--- src/rtl/counter_monitor.sv ---
// Watches a saturating up/down counter and flags the first protocol violation.
// Steps are checked one edge after cnt is presented; all outputs are registered.
module counter_monitor (
    input  logic              clk,
    input  logic              rst,
    input  logic signed [9:0] cnt,
    input  logic              limit,
    output logic              dir_up,
    output logic              dir_valid,
    output logic              err,
    output logic [1:0]        err_code,
    output logic [7:0]        sat_cnt,
    output logic [15:0]       step_cnt,
    output logic [1:0]        o_state
);

    typedef enum logic [1:0] {
        S_SYNC  = 2'd0,
        S_TRACK = 2'd1,
        S_FAIL  = 2'd2
    } state_t;

    state_t             r_state;
    logic signed [9:0]  r_prev;
    logic               r_dir_up;
    logic               r_dir_valid;
    logic               r_err;
    logic [1:0]         r_err_code;
    logic [7:0]         r_sat_cnt;
    logic [15:0]        r_step_cnt;

    logic signed [10:0] w_delta;
    logic signed [10:0] w_up_step;
    logic signed [10:0] w_dn_step;
    logic               w_up_ok;
    logic               w_dn_ok;
    logic               w_legal;
    logic               w_limit_ok;

    // 11-bit difference covers the full -1023..1023 span of two 10-bit values.
    assign w_delta = {cnt[9], cnt} - {r_prev[9], r_prev};

    always_comb begin
        w_up_step = 11'sd0;
        w_dn_step = 11'sd0;
        if (r_prev == -10'sd16)
            w_up_step = 11'sd10;
        else if (r_prev <= 10'sd230)
            w_up_step = 11'sd5;
        if (r_prev == -10'sd2)
            w_dn_step = -11'sd18;
        else if (r_prev >= -10'sd221)
            w_dn_step = -11'sd9;
    end

    // Up and down rules can only both give 0 for disjoint prev ranges, so no overlap.
    assign w_up_ok    = (w_delta == w_up_step);
    assign w_dn_ok    = (w_delta == w_dn_step);
    assign w_legal    = w_up_ok | w_dn_ok;
    assign w_limit_ok = (limit == (w_delta == 11'sd0));

    always_ff @(posedge clk) begin
        if (rst) begin
            r_state     <= S_SYNC;
            r_prev      <= -10'sd50;
            r_dir_up    <= 1'b0;
            r_dir_valid <= 1'b0;
            r_err       <= 1'b0;
            r_err_code  <= 2'd0;
            r_sat_cnt   <= 8'd0;
            r_step_cnt  <= 16'd0;
        end else begin
            case (r_state)
                S_SYNC: begin
                    if (cnt == -10'sd50) begin
                        r_prev  <= cnt;
                        r_state <= S_TRACK;
                    end else begin
                        r_err      <= 1'b1;
                        r_err_code <= 2'd1;
                        r_state    <= S_FAIL;
                    end
                end
                S_TRACK: begin
                    r_prev <= cnt;
                    if (!w_legal) begin
                        r_err      <= 1'b1;
                        r_err_code <= 2'd2;
                        r_state    <= S_FAIL;
                    end else if (!w_limit_ok) begin
                        r_err      <= 1'b1;
                        r_err_code <= 2'd3;
                        r_state    <= S_FAIL;
                    end else begin
                        r_dir_up    <= w_up_ok;
                        r_dir_valid <= 1'b1;
                        if (w_delta != 11'sd0)
                            r_step_cnt <= r_step_cnt + 16'd1;
                        if (limit && (r_sat_cnt != 8'hFF))
                            r_sat_cnt <= r_sat_cnt + 8'd1;
                    end
                end
                default: begin
                    // FAIL keeps every output frozen until reset.
                end
            endcase
        end
    end

    assign dir_up    = r_dir_up;
    assign dir_valid = r_dir_valid;
    assign err       = r_err;
    assign err_code  = r_err_code;
    assign sat_cnt   = r_sat_cnt;
    assign step_cnt  = r_step_cnt;
    assign o_state   = r_state;

endmodule

--- config.mk ---
export PLATFORM = sky130hd
export DESIGN_NAME = counter_monitor
export DESIGN_NICKNAME = d
export VERILOG_FILES = /design/src/rtl/counter_monitor.sv
export SDC_FILE = /design/constraint.sdc
export NUM_CORES = 1
export LEC_CHECK = 0
export CAP_MARGIN = 5
export CORE_MARGIN = 1.5
export CORE_UTILIZATION = 49
export CTS_BUF_LIST = sky130_fd_sc_hd__clkbuf_8 sky130_fd_sc_hd__clkbuf_16
export DETAILED_ROUTE_END_ITERATION = 10
export HOLD_SLACK_MARGIN = 0.03
export MAX_ROUTING_LAYER = met4
export PLACE_DENSITY = 0.79
export SLEW_MARGIN = 20
export SYNTH_ARGS = -nofsm -noshare
export SYNTH_HDL_FRONTEND = slang
export SYNTH_SLANG_ARGS = --single-unit
export TNS_END_PERCENT = 30
--- constraint.sdc ---
create_clock -name clk -period 4.03 [get_ports clk]
set_input_delay 0.6045 -clock clk [delete_from_list [all_inputs] [get_ports clk]]
set_output_delay 0.6045 -clock clk [all_outputs]
set_load 0.05 [all_outputs]
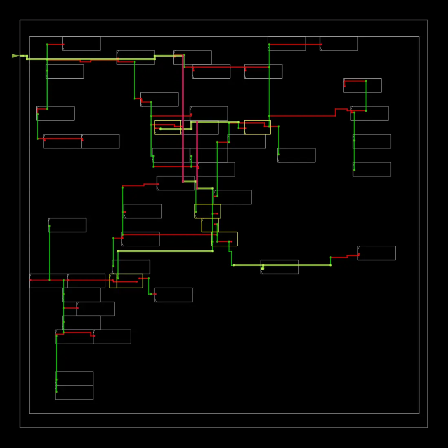
Run 1: clock nets
Clk power: 259 µW
Seq cells: 41
number of buffers created by CTS: 5

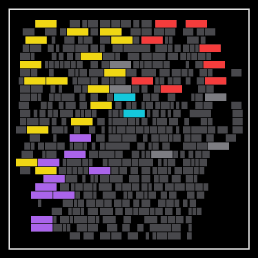
Run 1: where the registers sit
(3 px per µm) Other sequential cells in the stronger gray, the rest of the logic in the fainter gray.
signal	color	flops
step_cnt	yellow	16
sat_cnt	red	8
o_state	cyan	2
r_prev	purple	10
not colored	5

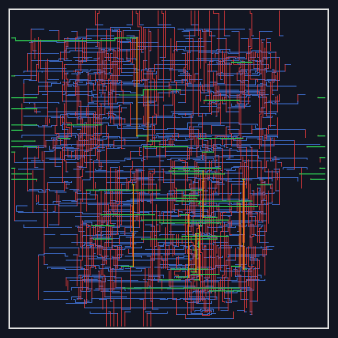
Run 1: metal layers overlaid
(4 px per µm)
layer	color	wire length
met2	red	3630 µm
met3	green	451 µm
met4	orange	146 µm
met1	blue	3610 µm

run 1: power breakdown:
part	leakage, µW	total [µW]	internal [µW]	switching, µW
registers	0.000331	410	407	2.72
logic	0.00107	143	67.1	76.2
clock network	0.0000454	259	117	142
total	0.00144	813	592	221
run 1: stage by stage:
| stage | std cells | util, % | hold WS [ns] | setup TNS (ns) | worst slack, ns |
|---|---|---|---|---|---|
| after floorplan | 360 | - | 0.527 | 0 | 0.246 |
| after global placement | 503 | 65.2 | 0.454 | -5.75 | -0.294 |
| after detailed placement | 503 | 65.2 | 0.471 | -9.61 | -0.424 |
| after CTS | 510 | 67.0 | 0.482 | 0 | 0.0498 |
| after global routing | 511 | 68.5 | 0.515 | -0.00293 | -0.00293 |
| final | 511 | 68.5 | 0.476 | 0 | 0.116 |
run 1: kinds of logic (layout without fill, tap and decap cells):
| kind of cell | count (synthesis) | count (layout) |
|---|---|---|
| compound gates | 85 | 85 |
| xor+xnor | 7 | 7 |
| fa+ha+maj | 13 | 13 |
| buf+inv | 30 | 109 |
| flops | 41 | 41 |
| mux | 16 | 16 |
| simple gates | 168 | 168 |
run 1: worst max-delay path, stage by stage:
cell	delay [ns]
clkdlybuf4s50_1	0.49
inv_1	0.06
ha_2	0.19
fa_2	0.34
nand2b_4	0.17
a211oi_4	0.25
nor3_2	0.08
or2_1	0.23
or4b_1	0.46
and4b_1	0.21
o21a_4	0.23
buf_12	0.15
or4_1	0.51
a21oi_1	0.15
run 1: area by class of cell:
cell class                 count  area share, %
inverter                      13           1.28
clock inverter                 2          0.328
clock buffer                   5           1.80
timing repair buffer          89           21.0
tap                           72           2.36
sequential                    41           21.5
multi-input combinational    289           51.8
run 1: routing by layer:
metal,global-route usage (%),up-vias
li1,-,1496
met1,33.4,1453
met2,38.6,108
met3,4.23,18
met4,9.12,0
met5,-,-
==> results.cfg, run 1 <==
; generated from flow reports
[clock_network]
cts_tree = built
root_buffer = clkbuf_8
clockBufferDepth = 2
post-cts-setup-buffer-count = 0

[yosys]
ys_ff = 41
netlist_area_um2 = 2860
ys_chip_area_um2 = 2860
postSynthSeqShare_pct = 28.7
ys.flop_type = dfxtp_1
fp_nets = 386
ys_warn_count = 0
synth_area_leader_cell = dfxtp_1
yosysCellCount = 360
yosysUniqueCellTypes = 59
edf_count = 0
common_cells = dfxtp_1 (41), nor2_1 (41), a21oi_1 (22), nand3_1 (19), nand2_1 (18)
synth_cells = 360
top_cell_area_share_pct = 28.7
yosys-top-cells-area = dfxtp_1 (29%), nor2_1 (5.4%), ha_1 (5.3%)
post_synth_ao_oa_area_fraction_pct = 20.4
synthSimpleGateAreaFrac_pct = 31.9

[sta]
final.period_utilization_pct = 97.1
hold_violations = 0
setup_viol = 0
skew_ns = 0.0133

[placed_design]
placed_cell_area_um2 = 3630
routabilityCongestion = 0.904
io_buffers = 43

[route]
wl_um = 7840
top_layer = met4
drt_iter0_markers = 291
met1Wirelength_um = 3610
firstDrtPassIters = 5
antenna_left = 0
wl_met2_um = 3630

[grt]
grt_pass1_wl_um = 12400
overflow = 0
antenna_found_initial = 0

[setup_path]
r2r_start = r_prev[3]$_SDFFE_PP1P_
cp-startpoint = cnt[0]
crit_path_start_kind = input port
endpoint = step_cnt[11]$_SDFFE_PP0P_
arrival_ns = 4.13
cp-end-kind = register

[final_layout]
layout_top_cells = buf_4 (44), clkdlybuf4s50_1 (42), nor2_1 (41), dfxtp_1 (41), a21oi_1 (20)
diodes = 0
logic_area_um2 = 1980
design_area_um2 = 3820
area_growth_pct = 33.6
final_nets = 465
regArea_um2 = 821
layout.cells.most_common = buf_4
largest_reg_flops = 16

[flow_run]
openroad.warnings = 26
max_cap_viol_count = 0

[hold_path]
worstHoldPathType = register to register
min-delay-start = dir_up$_SDFFE_PP0P_
holdPathStages = 2

[die]
fp_util_pct = 51.3
pin_count = 44
chipArea_um2 = 6300
die_h_um = 79.4
row_count = 27
chipWidth_um = 79.4

[power_and_ir_drop]
power_density_nw_per_um2 = 213
total_power_uw = 813
ir_drop_v = 0.000213
power.leakage_uw = 0.00144

[run_status]
status = complete, no violations
Run 1, logic cells by family:
(4 px per µm)
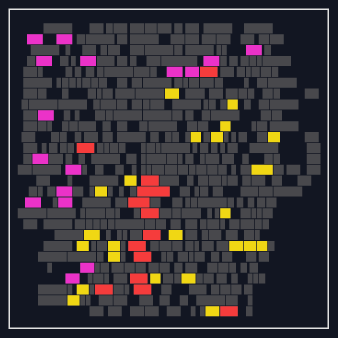

--- run 2 (diff from run 1) ---
CORE_MARGIN = not set   (was 1.5)
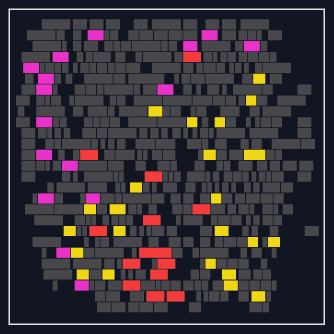
Run 2: logic cells by family
(4 px per µm)
family	color	cells
adder and majority cells	red	13
AND-OR and OR-AND gates	yellow	23
multiplexers	magenta	16

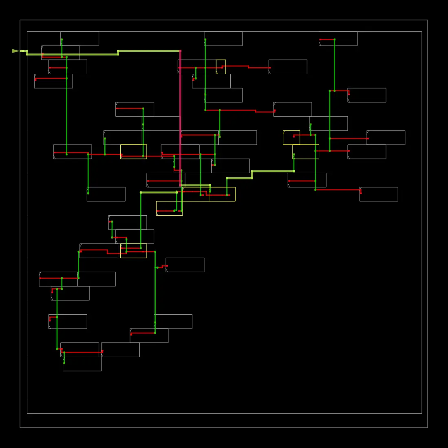
Run 2: clock nets
Fin Clk Skew: 0.00659 ns
clock buf count: 6

==> results.cfg, run 2 <==
; generated from flow reports
[run_status]
status = complete, no violations

[power_and_ir_drop]
clkPwrFrac_pct = 33.9
p_sw_share_pct = 26.7
maxPowerGroup = sequential cells
p_comb_share_pct = 16.9
ir_drop_v = 0.000169
p_seq_share_pct = 49.2
p_sw_uw = 223
power.leakage_uw = 0.00144
seq_cell_power_uw = 410
pg_comb_uw = 141
internal_power_uw = 611
power_density_nw_per_um2 = 218

[final_layout]
design_area_um2 = 3830
largest_reg_flops = 16
area_growth_pct = 33.8
sh_comb_area_pct = 51.7
bufAreaShareNonClock_pct = 20.7
final_nets = 464
final-clk-cell-share_pct = 2.52
nNonClkBuffers = 88
largestClassByArea = multi-input combinational cells
logic_area_um2 = 1980
diodes = 0
layout_top_cells = buf_4 (43), clkdlybuf4s50_1 (42), nor2_1 (41), dfxtp_1 (41)
logic_gate_count = 289

[clock_network]
clockBufferDepth = 2
cts_tree = built
root_buffer = clkbuf_8
cts_buffers = 5
post-cts-setup-buffer-count = 0
htreeDepth = 2

[placed_design]
placed_cell_area_um2 = 3630
io_buffers = 43
routabilityCongestion = 0.912

[sta]
hold_violations = 0
final.period_utilization_pct = 98.4
fmax_ghz = 0.252
fin_tns_setup_ns = 0

[grt]
grt_pass1_wl_um = 12500
antenna_found_initial = 0

[route]
antenna_left = 0
drt_iter0_markers = 223
wl_um = 7850
firstDrtPassIters = 5

[flow_run]
max_cap_viol_count = 0
openroad.warnings = 26

[die]
row_count = 27
taps = 72
fp_util_pct = 51.3
chipWidth_um = 78.4
chipArea_um2 = 6140

[setup_path]
cp-end-kind = register
crit_path_start_kind = input port
arrival_ns = 4.18
cp_top_family = simple AND/OR/NAND/NOR gates
crit_slowest_cell = or4_1
path_cells = clkdlybuf4s50_1 -> inv_1 -> ha_1 -> fa_2 -> nand2b_4 -> a211oi_4 -> nor3_2 -> or2_1 -> or4b_1 -> and4b_1 -> o21a_4 -> buf_12 -> or4_1 -> a21oi_1

[yosys]
yosysUniqueCellTypes = 59
netlist_area_um2 = 2860
top_cell_area_share_pct = 28.7
edf_count = 0
yosysCellCount = 360
synth_cells = 360
common_cells = dfxtp_1 (41), nor2_1 (41), a21oi_1 (22), nand3_1 (19), nand2_1 (18)
synth_area_leader_cell = dfxtp_1
ys_chip_area_um2 = 2860
yosys-top-cells-area = dfxtp_1 (29%), nor2_1 (5.4%), ha_1 (5.3%)
postSynthSeqShare_pct = 28.7
fp_nets = 386
ys_ff = 41
ys.flop_type = dfxtp_1
ys_warn_count = 0

[hold_path]
holdPathStages = 2
worstHoldPathType = register to register
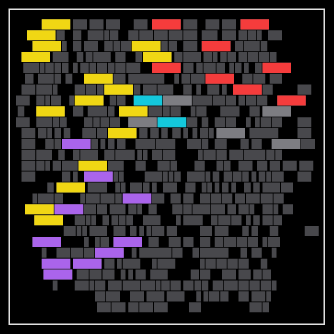
Run 2: where the registers sit
(4 px per µm) Other sequential cells in the stronger gray, the rest of the logic in the fainter gray.
signal	color	flops
o_state	cyan	2
sat_cnt	red	8
r_prev	purple	10
step_cnt	yellow	16
not colored	5

==> run 2: layer usage <==
layer / routed length [µm] / share of wire (%) / global-route usage [%]
met5: 0 / 0 / -
met4: 76 / 0.97 / 6.48
met3: 390 / 5.0 / 3.84
met2: 3730 / 48 / 40.1
met1: 3650 / 46 / 35.5
==> run 2: metrics by stage <==
stage	hold WS, ns	total power, µW	utilization, %	setup WS [ns]	cells
2_1_floorplan	0.527	493	-	0.246	360
3_3_place_gp	0.452	550	65.1	-0.275	502
3_5_place_dp	0.461	552	65.1	-0.350	502
4_1_cts	0.472	829	66.9	0.0276	510
5_1_grt	0.492	870	68.6	-0.00919	511
6_report	0.465	834	68.6	0.0651	511
==> run 2: cells by family after synthesis <==
kind of cell / after synthesis / synth area share, %
multiplexers: 16 / 6.13
adder cells (fa/ha/maj): 13 / 5.95
XOR/XNOR: 7 / 2.14
AND/OR/NAND/NOR: 168 / 31.9
flip-flops: 41 / 28.7
buffers and inverters: 30 / 4.86
AND-OR/OR-AND: 85 / 20.4
==> run 2: worst max-delay path by stage <==
stage                 from                   endpoint  slack, ns  cells after the start
floorplan           cnt[0]  step_cnt[14]$_SDFFE_PP0P_       0.25                     13
global placement    cnt[0]  step_cnt[14]$_SDFFE_PP0P_      -0.28                     14
detailed placement  cnt[0]  step_cnt[14]$_SDFFE_PP0P_      -0.35                     14
CTS                 cnt[0]  step_cnt[14]$_SDFFE_PP0P_       0.03                     14
global route        cnt[0]  step_cnt[13]$_SDFFE_PP0P_     -0.009                     15
finish              cnt[0]   step_cnt[9]$_SDFFE_PP0P_       0.07                     14
==> run 2: what timing repair did <==
item	CTS	global route
endpoints found under the setup margin	7	29
gates cloned	0	1
endpoints found under the hold margin	0	0
pin swaps	0	4
gates resized	1	16
Power figures rest on the tool's default switching activity, not on a simulated workload.
